<file path="src/rtl/pipe_ctrl_pkg.sv">
// Shared definitions for the pipeline controller: MDU op codes, MDU counter
// state and the default multiply/divide busy lengths.
package pipe_ctrl_pkg;

  localparam logic [1:0] MDU_OP_NONE = 2'b00;
  localparam logic [1:0] MDU_OP_MULT = 2'b01;
  localparam logic [1:0] MDU_OP_DIV  = 2'b10;
  localparam logic [1:0] MDU_OP_RSVD = 2'b11;

  localparam int DEFAULT_MULT_CYCLES = 5;
  localparam int DEFAULT_DIV_CYCLES  = 10;

  typedef enum logic {
    MDU_IDLE = 1'b0,
    MDU_BUSY = 1'b1
  } mdu_state_e;

  function automatic int max_int(input int a, input int b);
    return (a > b) ? a : b;
  endfunction

endpackage

</file>
<file path="src/rtl/mdu_busy_cnt.sv">
// MDU busy down-counter: loaded when the E-stage launches a mult/div, then
// counts down to zero regardless of pipeline freezes or flushes.
module mdu_busy_cnt
  import pipe_ctrl_pkg::*;
#(
  parameter int MULT_CYCLES = DEFAULT_MULT_CYCLES,
  parameter int DIV_CYCLES  = DEFAULT_DIV_CYCLES
) (
  input  logic       clk,
  input  logic       reset,
  input  logic       i_start,
  input  logic [1:0] i_op,
  input  logic       i_hold,
  output logic       o_busy
);

  localparam int MAX_CYCLES = max_int(MULT_CYCLES, DIV_CYCLES);
  localparam int CNT_W      = $clog2(MAX_CYCLES + 1);

  logic [CNT_W-1:0] r_count;
  logic [CNT_W-1:0] w_load_val;
  logic             w_load;
  mdu_state_e       w_state;

  assign w_state = (r_count != '0) ? MDU_BUSY : MDU_IDLE;
  assign o_busy  = (w_state == MDU_BUSY);

  always_comb begin
    w_load_val = '0;
    w_load     = 1'b0;
    case (i_op)
      MDU_OP_MULT: begin
        w_load_val = CNT_W'(MULT_CYCLES);
        w_load     = i_start;
      end
      MDU_OP_DIV: begin
        w_load_val = CNT_W'(DIV_CYCLES);
        w_load     = i_start;
      end
      MDU_OP_NONE, MDU_OP_RSVD: ;
    endcase
  end

  // A start seen while busy is ignored; the count only stops at zero.
  always_ff @(posedge clk or negedge reset) begin
    if (!reset) begin
      r_count <= '0;
    end else begin
      case (w_state)
        MDU_BUSY: r_count <= r_count - CNT_W'(1);
        MDU_IDLE: if (w_load && !i_hold) r_count <= w_load_val;
      endcase
    end
  end

endmodule

</file>
<file path="src/rtl/pipe_ctrl.sv">
// Pipeline stage enable/clear controller with MDU structural-hazard stall
// and saturating stall/flush performance counters.
module pipe_ctrl
  import pipe_ctrl_pkg::*;
#(
  parameter int MULT_CYCLES = DEFAULT_MULT_CYCLES,
  parameter int DIV_CYCLES  = DEFAULT_DIV_CYCLES
) (
  input  logic        clk,
  input  logic        reset,
  input  logic        D_hazard,
  input  logic        D_mdu_use,
  input  logic        E_mdu_start,
  input  logic [1:0]  E_mdu_op,
  input  logic        M_exc,
  input  logic        bus_wait,
  output logic        F_en,
  output logic        D_en,
  output logic        E_en,
  output logic        M_en,
  output logic        W_en,
  output logic        D_clr,
  output logic        E_clr,
  output logic        M_clr,
  output logic        mdu_busy,
  output logic [31:0] stall_cycles,
  output logic [31:0] flush_count
);

  logic        w_mdu_busy;
  logic        w_mdu_launch;
  logic        w_stall;
  logic        w_stall_inc;
  logic        w_flush_inc;
  logic [4:0]  w_en;
  logic [2:0]  w_clr;
  logic [31:0] r_stall_cycles;
  logic [31:0] r_flush_count;

  mdu_busy_cnt #(
    .MULT_CYCLES (MULT_CYCLES),
    .DIV_CYCLES  (DIV_CYCLES)
  ) u_mdu_busy_cnt (
    .clk     (clk),
    .reset   (reset),
    .i_start (E_mdu_start),
    .i_op    (E_mdu_op),
    .i_hold  (M_exc | bus_wait),
    .o_busy  (w_mdu_busy)
  );

  // An op launching in E this cycle already blocks a dependent D instruction.
  assign w_mdu_launch = E_mdu_start && ((E_mdu_op == MDU_OP_MULT) || (E_mdu_op == MDU_OP_DIV));
  assign w_stall      = D_hazard || (D_mdu_use && (w_mdu_busy || w_mdu_launch));

  always_comb begin
    w_en        = 5'b00000;
    w_clr       = 3'b000;
    w_stall_inc = 1'b0;
    w_flush_inc = 1'b0;
    if (!reset || bus_wait) begin
      w_en  = 5'b00000;
    end else if (M_exc) begin
      w_en        = 5'b11111;
      w_clr       = 3'b111;
      w_flush_inc = 1'b1;
    end else if (w_stall) begin
      w_en        = 5'b00111;
      w_clr       = 3'b010;
      w_stall_inc = 1'b1;
    end else begin
      w_en  = 5'b11111;
    end
  end

  assign {F_en, D_en, E_en, M_en, W_en} = w_en;
  assign {D_clr, E_clr, M_clr}          = w_clr;
  assign mdu_busy                       = w_mdu_busy;
  assign stall_cycles                   = r_stall_cycles;
  assign flush_count                    = r_flush_count;

  always_ff @(posedge clk or negedge reset) begin
    if (!reset) begin
      r_stall_cycles <= '0;
      r_flush_count  <= '0;
    end else begin
      if (w_stall_inc && (r_stall_cycles != 32'hFFFF_FFFF)) r_stall_cycles <= r_stall_cycles + 32'd1;
      if (w_flush_inc && (r_flush_count != 32'hFFFF_FFFF))  r_flush_count  <= r_flush_count + 32'd1;
    end
  end

endmodule

</file>
<file path="config.mk">
export PLATFORM = sky130hd
export DESIGN_NAME = pipe_ctrl
export DESIGN_NICKNAME = d
export VERILOG_FILES = /design/src/rtl/pipe_ctrl_pkg.sv /design/src/rtl/mdu_busy_cnt.sv /design/src/rtl/pipe_ctrl.sv
export SDC_FILE = /design/constraint.sdc
export NUM_CORES = 1
export LEC_CHECK = 0
export CORE_MARGIN = 4
export CORE_UTILIZATION = 50
export CTS_CLUSTER_DIAMETER = 100
export DETAILED_ROUTE_END_ITERATION = 8
export HOLD_SLACK_MARGIN = 0.05
export PLACE_DENSITY = 0.8
export SLEW_MARGIN = 20
export SYNTH_ARGS = -nofsm -noshare
export SYNTH_HDL_FRONTEND = slang
export SYNTH_SLANG_ARGS = --single-unit
</file>
<file path="constraint.sdc">
create_clock -name clk -period 3.6 [get_ports clk]
set_input_delay 1.08 -clock clk [delete_from_list [all_inputs] [get_ports clk]]
set_output_delay 1.08 -clock clk [all_outputs]
set_load 0.1 [all_outputs]
</file>
==> impl_metrics.ini, run 1 <==
; implementation run metrics
[detailed_routing]
remaining_drc_errors = 0
drt_iter0_drc = 103
via_count = 2914
totalWireLength_um = 8330
ant_nets = 0
top_layer = met4
dr_wl_met2_um = 4130
vias_per_cell = 5.47
first_pass_iters = 5
wire_per_inst_um = 15.6
dr_wl_met3_um = 401
met1_length_um = 3680

[synthesis]
edf_count = 0
fp_nets = 359
ys_cells = 345
top_cells_by_count = dfrtp_1 (68), xor2_1 (42), nor3_1 (27)
syn_inst = 345
largest_area_cell = dfrtp_1
synthTopCellsByArea = dfrtp_1 (48%), xor2_1 (10%), xnor2_1 (4.7%)
flop_cell = dfrtp_1
ys_ff = 68
top_cell = dfrtp_1
yosys_area_sq_mm = 0.00355
syn-cell-area_sq_mm = 0.00355
syn_avg_cell_area_sq_um = 10.3
synth.top_cell.area_share = 0.480
ys_async_sr_fraction = 1.00
ys_seq_share = 0.480

[global_routing]
grt_pass1_wl_um = 14000
groute.usage.overall = 0.204
grt_pass1_vias = 2858
grt_overflow = 0
grt_antenna_before_repair = 0

[timing]
setup_violations = 0
report.final.slew_viol_count = 0
maxSlewHeadroom = 0.427
worst_slack_ps = 130
fin_skew_ps = 9.35
worstMarginPinSlew_ps = 859
rsz0062_at_grt = no
hold_viol_final = 0
max_freq_ghz = 0.288

[worst_setup_path]
start_kind = input pin
worst-setup-path-type = in2out
cp_data_required_time_ps = 2520
crit_start = E_mdu_op[0]
endpoint_kind = output pin
critPathArrivalTime_ps = 2390
path_max_fanout = 2
worstReg2RegStart = stall_cycles[4]

[clock_network]
clkSlewWorstSetupHoldPaths_ps = 70
cts_tree = yes
cts_root_buffer = clkbuf_8
htreeDepth = 3
cts_buffers = 9
post_cts_buffers = 0
clk_path_buf_depth = 2
clock_sinks = 68
insertion_delay_ps = 340

[pwr]
power_switching_mw = 1.12
power_mw = 2.53
p_int_mw = 1.41
leakagePower_nw = 2.27
seqPwrFrac = 0.382
p_per_area_mw_per_mm2 = 547
switching_share = 0.443
clkPwrFrac = 0.253

[die]
die_h_um = 92.2
chipArea_sq_mm = 0.00851
io_pins = 82
core_util_floorplan = 0.519
core_sq_mm = 0.00683
rows = 30

[min_path]
hp-class = reg2reg
min-delay-start = stall_cycles[22]

[layout]
antenna_cells = 0
drive_gt1_frac = 0.279
syn2layout_area_growth_pct = 30.1
fillCellCount = 568
final_util = 0.676
fin_cells = 533

[status]
status = completed

[placed_design]
hpwl_um = 6060
numPortBuffers = 81
post-place-ws_ps = -179
gp_congestion = 0.863

[flow_run]
warnings = 28
drv_cap = 0
run 1: flip-flops by register name, indices dropped and copies added (netlist names):
name                    flops
flush_count                32
stall_cycles               32
u_mdu_busy_cnt.r_count      4
run 1: layout make-up:
cell class	instances	area (sq um)	share of cell area
Clock buffer	10	138	0.0298
Clock inverter	6	63.8	0.0138
Multi-Input combinational cell	248	1740	0.377
Timing Repair Buffer	90	788	0.171
Inverter	15	65.1	0.0141
Sequential cell	68	1700	0.369
Tap cell	96	120	0.0260
run 1: repair_timing:
| item | CTS | global route |
|---|---|---|
| setup endpoints to repair | 3 | 0 |
| gates resized | 2 | 0 |
| hold buffers | 0 | 0 |
run 1: stage by stage:
| step | TNS, ps | hold WS, ps | cell area [sq um] |
|---|---|---|---|
| floorplan | -25.4 | 454 | 3610 |
| global placement | -358 | 474 | 4420 |
| detailed placement | -489 | 476 | 4420 |
| CTS | 0 | 490 | 4620 |
| global route | 0 | 521 | 4620 |
| finish | 0 | 488 | 4620 |
run 1: power groups by stage:
stage | registers (mW) | logic (mW) | clock network (mW)
final | 0.966 | 0.922 | 0.638
after global routing | 0.983 | 0.966 | 0.681
after CTS | 0.963 | 0.928 | 0.648
after detailed placement | 0.974 | 0.927 | 0
after global placement | 0.971 | 0.910 | 0
after floorplan | 1.42 | 0.249 | 0
run 1: worst max-delay path: stages:
cell and delay, ps:
dlygate4sd2_1 290, inv_6 40, ha_4 250, nand2b_4 110
nand2_2 50, a21oi_2 150, nor2_2 70, nor2_4 140
buf_12 190
run 1: cell families after synthesis:
logic type | after synthesis | synth area share
flip-flops | 68 | 0.480
AND-OR/OR-AND | 16 | 0.0335
adder cells (fa/ha/maj) | 5 | 0.0176
AND/OR/NAND/NOR | 162 | 0.264
XOR/XNOR | 61 | 0.151
multiplexers | 4 | 0.0134
buffers and inverters | 29 | 0.0413
run 1: placed cells by master, fill, tap and decap left out, drive strengths merged, types with 2 or more instances in the layout:
master,synthesis,layout
nor4,18,18
nor2b,2,2
a21oi,5,5
buf,13,83
nor3,27,27
nand2,29,29
ha,5,5
dlygate4sd2,0,2
nand3b,2,2
nand4,20,20
clkinvlp,0,3
o31ai,3,3
inv,15,14
clkbuf,1,10
xor2,42,42
nor2,15,15
xnor2,19,19
nand2b,4,4
and4,8,8
clkdlybuf4s50,0,5
nor3b,3,3
clkinv,0,3
o2111ai,2,2
and3,8,8
nand3,18,18
dfrtp,68,68
nor4b,3,3
mux2,3,3
run 1: path summary, 6_finish.rpt:
check                                            endpoint  slack [ps]  cells past startpoint
worst max-delay path                                 D_en         130                      9
worst min-delay path                     stall_cycles[22]         490                      1
worst max register to register           stall_cycles[20]        1140                      6
worst min register to register           stall_cycles[22]         490                      1
max in group asynchronous       u_mdu_busy_cnt.r_count[1]        2070                      2
min in group asynchronous                 flush_count[12]         970                      2
run 1: per-layer routing:
metal,global-route usage,vias up
met5,0,-
met4,0.0854,0
met3,0.0468,13
met2,0.333,77
met1,0.261,1421
li1,-,1403
run_1/metal_stack.png
Scale bar: 20 um. Only two layers are drawn.
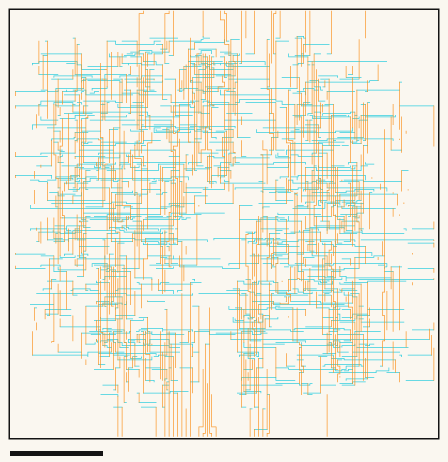
Key: met2 = orange [wire length 4130 um]; met1 = cyan [wire length 3680 um]

run_1/pdn.png
Scale bar: 20 um. Pins as bars on the die edge.
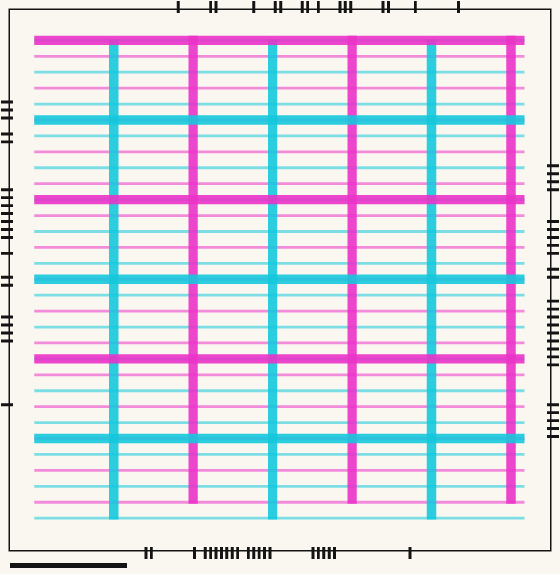
Key: VDD = magenta; VSS = cyan
6 straps on met4. 82 signal pins sit on the boundary. 6 straps on met5. 31 met1 rails follow the rows. The core has 30 rows.

run_1/met3.png
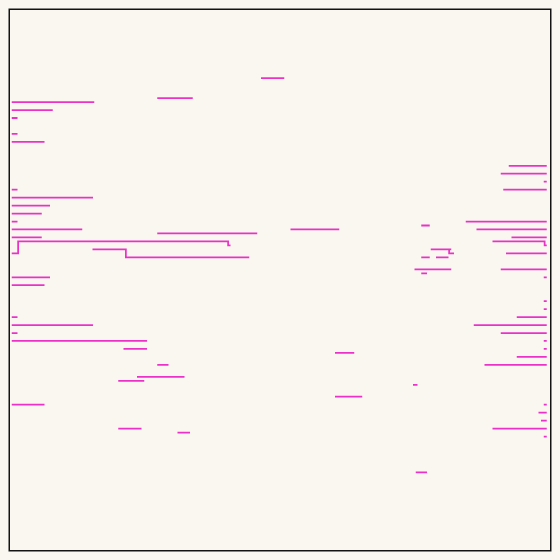
The longest straight run is 35.9 um. 57 nets have wire on it. The layer carries 401 um of wire. The wires run mostly horizontal.

==> run 2: changes to the inputs <==
--- a/config.mk
+++ b/config.mk
@@ -5,12 +5,14 @@
 export SDC_FILE = /design/constraint.sdc
 export NUM_CORES = 1
 export LEC_CHECK = 0
+export CELL_PAD_IN_SITES_DETAIL_PLACEMENT = 1
+export CELL_PAD_IN_SITES_GLOBAL_PLACEMENT = 1
 export CORE_MARGIN = 4
-export CORE_UTILIZATION = 50
+export CORE_UTILIZATION = 42
 export CTS_CLUSTER_DIAMETER = 100
 export DETAILED_ROUTE_END_ITERATION = 8
 export HOLD_SLACK_MARGIN = 0.05
-export PLACE_DENSITY = 0.8
+export PLACE_DENSITY_LB_ADDON = 0.1
 export SLEW_MARGIN = 20
 export SYNTH_ARGS = -nofsm -noshare
 export SYNTH_HDL_FRONTEND = slang
run_2/met3.png
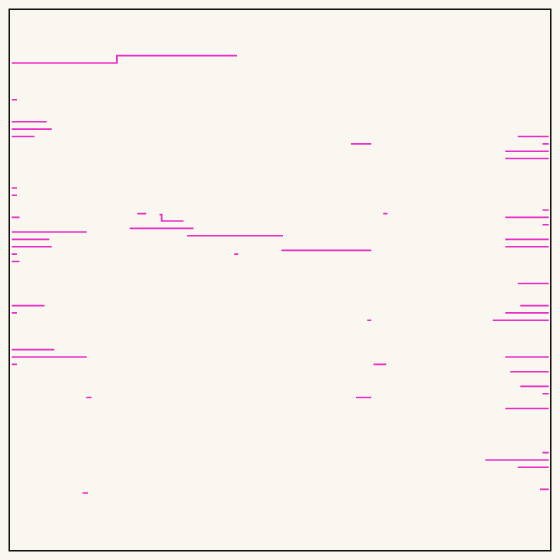
The longest straight run is 22.1 um. The layer carries 305 um of wire. The layer holds 3.2% of the routed length.

==> run 2 against run 1 <==
  * Maximum frequency decreased by 0.47%
  * First-iteration DRC count is 26% lower
  * Synthesized cell count is the same
  * Largest power group unchanged
  * Highest routed layer unchanged
==> impl_metrics.ini, run 2 <==
; implementation run metrics
[status]
status = completed

[die]
die_h_um = 99.9
rows = 33
core_util_floorplan = 0.432
io_pins = 82
core_sq_mm = 0.00822
chipArea_sq_mm = 0.00998

[synthesis]
top_cell = dfrtp_1
edf_count = 0
synthTopCellsByArea = dfrtp_1 (48%), xor2_1 (10%), xnor2_1 (4.7%)
fa_ha_area_frac = 0.0176
top_logic_kind = simple AND/OR/NAND/NOR gates
aoi_share = 0.0335
mux_share = 0.0134
ys_async_sr_fraction = 1.00
simple_gate_share = 0.264
ys_cells = 345
syn_avg_cell_area_sq_um = 10.3
ys_types = 45
synth.top_cell.area_share = 0.480
yosys_area_sq_mm = 0.00355
fp_nets = 359
top_cells_by_count = dfrtp_1 (68), xor2_1 (42), nor3_1 (27)
flop_cell = dfrtp_1
ys_ff = 68
xor_area_frac = 0.151
syn-cell-area_sq_mm = 0.00355
largest_area_cell = dfrtp_1
ys_seq_share = 0.480
syn_inst = 345

[detailed_routing]
ant_nets = 0
totalWireLength_um = 9580
first_pass_iters = 4
via_count = 2978
remaining_drc_errors = 0
drt_iter0_drc = 76
vias_per_cell = 5.48
wire_per_inst_um = 17.6

[global_routing]
groute.usage.overall = 0.205
grt_overflow = 0
grt_max_degree = 54
grt_pass1_vias = 3266
grt_antenna_before_repair = 0
grt_pass1_wl_um = 16400

[placed_design]
hpwl_um = 7010
numPortBuffers = 81
gp_congestion = 0.802

[pwr]
p_per_area_mw_per_mm2 = 562
ir_drop_mv = 0.560
power_mw = 2.63
leakagePower_nw = 2.29

[clock_network]
post_cts_buffers = 0
clock_sinks = 68
cts_buffers = 9
insertion_delay_ps = 340
clkSlewWorstSetupHoldPaths_ps = 70
clk_path_buf_depth = 2
htreeDepth = 3
cts_tree = yes
cts_root_buffer = clkbuf_8

[timing]
max_freq_ghz = 0.287
fin_skew_ps = 9.72
maxSlewHeadroom = 0.394
setup_violations = 0
hold_slack_ps = 490
hold_viol_final = 0
rsz0062_at_grt = no
worstMarginPinSlew_ps = 910
post-route-min-period_ps = 3490
report.final.slew_viol_count = 0
finalSetupTns_ps = 0

[worst_setup_path]
endpoint_kind = output pin
worst-r2r-cell-count = 5
critPathArrivalTime_ps = 2410
cp_data_required_time_ps = 2520
path_max_fanout = 2
worst-setup-path-type = in2out
start_kind = input pin

[layout]
final_util = 0.570
mostFrequentLayoutCell = buf_4
fin_cells = 543
drive_gt1_frac = 0.281
antenna_cells = 0
final_cell_mix = buf_4 (74), dfrtp_1 (68), xor2_1 (42)
fillCellCount = 937
syn2layout_area_growth_pct = 32.0

[min_path]
whs_path_depth = 1
hp-class = reg2reg

[flow_run]
drv_cap = 0
warnings = 28
[run 2: cell types whose count changed in the layout (fill, tap and decap cells not counted)]
cell       change
buf_12         +1
bufinv_16      +1
clkbuf_8       +1
clkinv_2       -2
[run 2: layout make-up]
type                       count  area [sq um]  share of cell area
multi-input combinational    248          1740               0.372
sequential                    68          1700               0.364
timing repair buffer          91           808               0.173
clock buffer                  11           151              0.0323
tap                          105           131              0.0281
clock inverter                 5          83.8              0.0179
inverter                      15          65.1              0.0139
[run 2: through the flow]
step           cell area, sq um  worst slack [ps]
6_report                   4680               114
5_1_grt                    4680              29.5
4_1_cts                    4680              95.3
3_5_place_dp               4450              -205
3_3_place_gp               4450              -137
2_1_floorplan              3610             -25.4
[run 2: path summary, 6_finish.rpt]
path	startpoint	endpoint	slack [ps]
worst max-delay path	E_mdu_op[0]	F_en	110
worst min-delay path	stall_cycles[22]	stall_cycles[22]	490
worst max register to register	stall_cycles[4]	stall_cycles[1]	1000
worst min register to register	stall_cycles[22]	stall_cycles[22]	490
max in group asynchronous	reset	flush_count[7]	2190
min in group asynchronous	reset	stall_cycles[7]	750
[run 2: critical path: stages]
cell and delay, ps:
dlygate4sd2_1 290, inv_6 40, ha_4 250, nand2b_4 110
nand2_2 50, a21oi_2 150, nor2_2 70, nor2_4 150
buf_12 190
[run 2: timing repair]
action / CTS / global route
hold buffers: 0 / 0
gates resized: 2 / 0
setup endpoints to repair: 3 / 0
[run 2: cells by family after synthesis]
logic type	Yosys count
simple gates	162
flops	68
xor+xnor	61
buf+inv	29
compound gates	16
fa+ha+maj	5
mux	4
[run 2: metal layers]
layer,up-vias,part of all wire,wire length (um),global-route usage
met1,1508,0.43,4100,0.250
met4,0,0.013,129,0.0735
met5,-,0,0,0
met3,10,0.032,304,0.0354
li1,1403,-,-,-
met2,57,0.53,5050,0.363
[run 2: power breakdown]
| group | total [mW] | switching (mW) | internal, mW |
|---|---|---|---|
| sequential | 0.965 | 0.114 | 0.851 |
| clock | 0.739 | 0.310 | 0.429 |
| combinational | 0.927 | 0.708 | 0.219 |
| total | 2.63 | 1.13 | 1.50 |
Power is estimated from default activity; no workload was simulated.
